Figure 1. Cell density map (run 1).
Scale: 3 px per um. The die is cut into 13 by 13 equal tiles; dark blue is low, red is high, 0 to 100% covered.
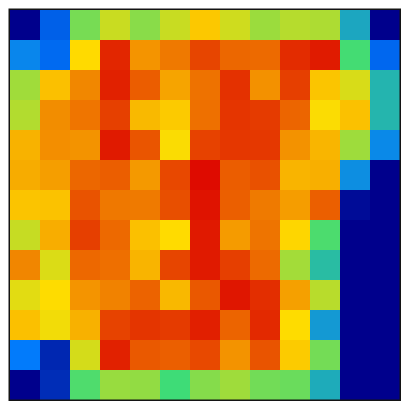
Figure 2. Routing congestion map (run 1).
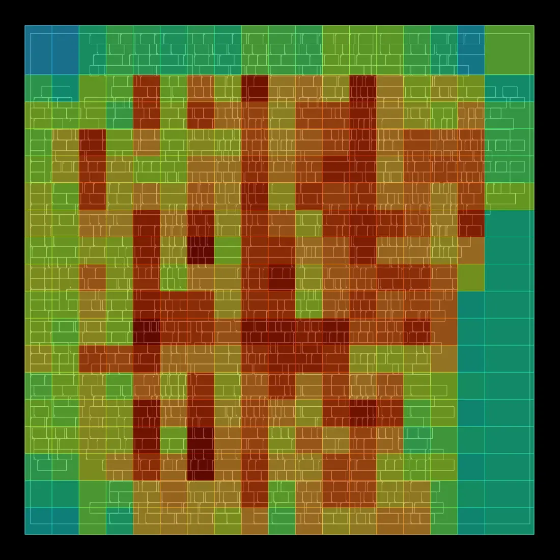
Figure 3. Port wiring (run 1).
Scale: 2 px per um.
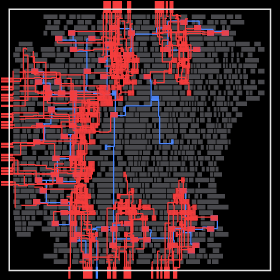
Figure 4. Clock wires, drivers and flops (run 1).
Scale: 3 px per um.
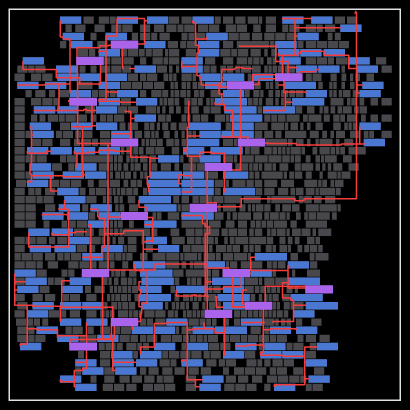
==> config.mk <==
export PLATFORM = sky130hd
export DESIGN_NAME = clz_norm_64b
export DESIGN_NICKNAME = d
export VERILOG_FILES = /design/src/rtl/clz_norm_64b.sv
export SDC_FILE = /design/constraint.sdc
export NUM_CORES = 1
export LEC_CHECK = 0
export ABC_AREA = 0
export ABC_CLOCK_PERIOD_IN_PS = 20200
export CAP_MARGIN = 10
export CORE_UTILIZATION = 59
export CTS_CLUSTER_DIAMETER = 150
export CTS_CLUSTER_SIZE = 25
export DETAILED_ROUTE_END_ITERATION = 10
export MAX_ROUTING_LAYER = met4
export PLACE_DENSITY = 0.95
export SYNTH_ARGS = -nofsm -noshare
export SYNTH_HDL_FRONTEND = slang
export SYNTH_SLANG_ARGS = --single-unit
==> constraint.sdc <==
create_clock -name clk_i -period 20.2 [get_ports clk_i]
set_clock_uncertainty 0.05 [all_clocks]
set_input_delay 6.06 -clock clk_i [delete_from_list [all_inputs] [get_ports clk_i]]
set_output_delay 6.06 -clock clk_i [all_outputs]
set_load 0.005 [all_outputs]
==> impl_metrics.toml <==
# synthesis and place-and-route metrics
[status]
status = "completed"

[logic_synthesis]
syn_avg_cell_area_sq_um = 9.25
netlist.area_leader.share = 0.303
ys_cells = 1043
ys_top_cells_by_area = "dfxtp_1 30%, mux2i_1 14%, edfxtp_1 10%, nor2b_1 8.6%, ha_1 4.2%"
mux_area_frac = 0.152
ys_sh_simple = 0.222
synth-seq-cells = 178
yosysChipArea_sq_um = 9650
ys_seq_frac = 0.403
edf_count = 32
synth_warnings = 0
synthXorXnorAreaFrac = 0.0269
synth.largest_area_cell = "dfxtp_1"
synthDistinctLibCells = 62
async_flop_share = 0
topCombFamilyByArea = "simple AND/OR/NAND/NOR gates"
synth_area_sq_um = 9650
synth-adder-area-share = 0.0560
synth_top_flop_cell = "dfxtp_1"
yosys-top-cells-count = "146 x dfxtp_1, 137 x mux2i_1, 133 x nor2b_1, 97 x nand2_1, 68 x nor2_1"
aoi_share = 0.109
syn_inst = 1043
synth_nets = 1150
post-synth-top-count-cell = "dfxtp_1"

[final_timing]
maxSlewViolCount = 0
worst_hold_slack_ps = 426
finalCritPeriodShare = 0.426
rsz0062_at_grt = "false"
hold_viol = 0
fmax_mhz = 116
slew_headroom = 0.219
finalSetupTns_ps = 0
setup_viol = 0
fin_crit_ps = 8610
worstMarginPinSlew_ps = 1170

[critical_path]
crit_required_ps = 20520
rrSetupSlack_ps = 11590
cpMostUsedCell = "nand2_1"
path_class = "register to register"
critPathMaxFanout = 4
slowest_stage = "a311oi_1"
cp-start-kind = "register"
r2r_cells = 35
critPathMaxStageDelay_ps = 660
critPathArrivalTime_ps = 8940
end_kind = "register"

[global_routing]
grt_first_pass_wirelength_mm = 38.1
antenna_found_initial = 0
grt.busiest_layer = "met2"
grt-ovfl-total = 0
grt_pass1_vias = 7924
grt_max_degree = 123
grtUsageTotal = 0.300

[power]
p_leak_uw = 0.00478
total_power_uw = 861
powerDensity_nw_per_um2 = 73.3
vdd_drop_max_mv = 0.0657

[flow_run]
warnings = 31
cap_violations = 0

[detailed_routing]
drtIter0Drc = 575
wl_mm = 23.7
wl_per_cell_um = 17.1
via_count = 8054
dr.pass1.iters = 5
drc = 0
drtAntennaViolNets = 0
drt-vias-per-instance = 5.82

[clock_network]
clk_pin_slew_ps = 70
clockBufferDepth = 2
cts_made_buffers = 17
clockRootBuffer = "clkbuf_16"
cts_max_level = 4
cts_setup_buffers = 0
ctsResizeCount = 0
cts.sinks = 178
cts_tree = "built"
hold_buffers = 0

[die]
rows = 46
die_h_um = 130
die_w_um = 130
die-area_sq_um = 16900
core_sq_um = 15900

[finish]
area_growth_pct = 21.7
comb_area_sq_um = 5460
fill_cells = 1062
nNetsFinal = 1262
final-seq-area_sq_um = 3890
layout_top_cell = "dfxtp_1"
diodes = 0
lay_top_cells = "145 x dfxtp_1, 137 x mux2i_1, 137 x clkdlybuf4s50_1, 133 x nor2b_1, 97 x nand2_1"
drive_above_1_share = 0.0539
final_cells = 1384

[placement]
dp_hpwl_mm = 16.0
place_inst = 1352
gp_congestion = 0.905

[hold_path]
hp-class = "register to register"
hold_path_depth = 2
## Picture notes: Figure 1
mean over tiles	68%
nearly empty tiles	10%
fullest tile	99%
tiles over 75% full	60%
emptiest ninth of the die	south-east
final core occ: 0.736
initial core utilization: 0.605

## Picture notes: Figure 2
met1 Use GR: 0.357
M3 GR Usage: 0.0533
met2 Track Usage GR: 0.503

## Picture notes: Figure 3
port	colour	direction	edge	end cells	wire
`in_data_i`	red	input	23 west, 22 south, 19 north	262	4,120 um
`in_valid_i`	blue	input	south	69	780 um
Top-Level Pins: 140
Port Buffers: 139

## Picture notes: Figure 4
[clock wires] red | length: 2,010 um
[flip-flops] blue | count: 178
[clock drivers] purple | count: 17
routed clock nets	18
flops lie	all over the die
clock network fraction of total power: 0.398
clk ins delay skew pair: 440 ps
P_clk: 342 uW

-- run 1: critical path: cells and delay by family (launching register included) --
kind,cells,cell delay (ps)
adder cells (fa/ha/maj),8,3440
XOR/XNOR,4,720
AND/OR/NAND/NOR,9,930
multiplexers,1,320
buffers and inverters,1,70
flip-flops,1,490
AND-OR/OR-AND,12,2500
-- run 1: metal layers --
layer  share of wire  vias up
met5               0        -
met4           0.026        0
met3           0.059       67
met2            0.49      302
met1            0.42     3823
li1                -     3862
-- run 1: report_power, final --
part | internal [uW] | total (uW) | leakage (uW) | switching, uW
combinational | 61.4 | 130 | 0.00293 | 68.4
sequential | 378 | 389 | 0.00154 | 11.2
clock | 196 | 342 | 0.000304 | 147
total | 635 | 861 | 0.00478 | 226
-- run 1: area by class of cell --
type | instances | share of cell area
sequential | 178 | 0.331
inverter | 24 | 0.00767
clock inverter | 12 | 0.0122
timing repair buffer | 144 | 0.121
tap | 216 | 0.0230
multi-input combinational | 790 | 0.465
clock buffer | 20 | 0.0399
-- run 1: metrics by stage --
stage / setup slack, ps / cell area (sq um)
after detailed placement: 11620 / 11100
after floorplan: 12240 / 9650
after CTS: 11740 / 11700
after global routing: 10970 / 11700
after global placement: 11690 / 11100
final: 11590 / 11700
-- run 1: kinds of logic after synthesis --
| logic type | after synthesis |
|---|---|
| adders and majority gates | 39 |
| and+or+nand+nor | 411 |
| xor gates and xnor gates | 27 |
| DFF | 178 |
| muxes | 144 |
| AOI/OAI and AO/OA | 169 |
| buffers and inverters | 75 |
No activity file was given, so power comes from the tool's default toggle rates.
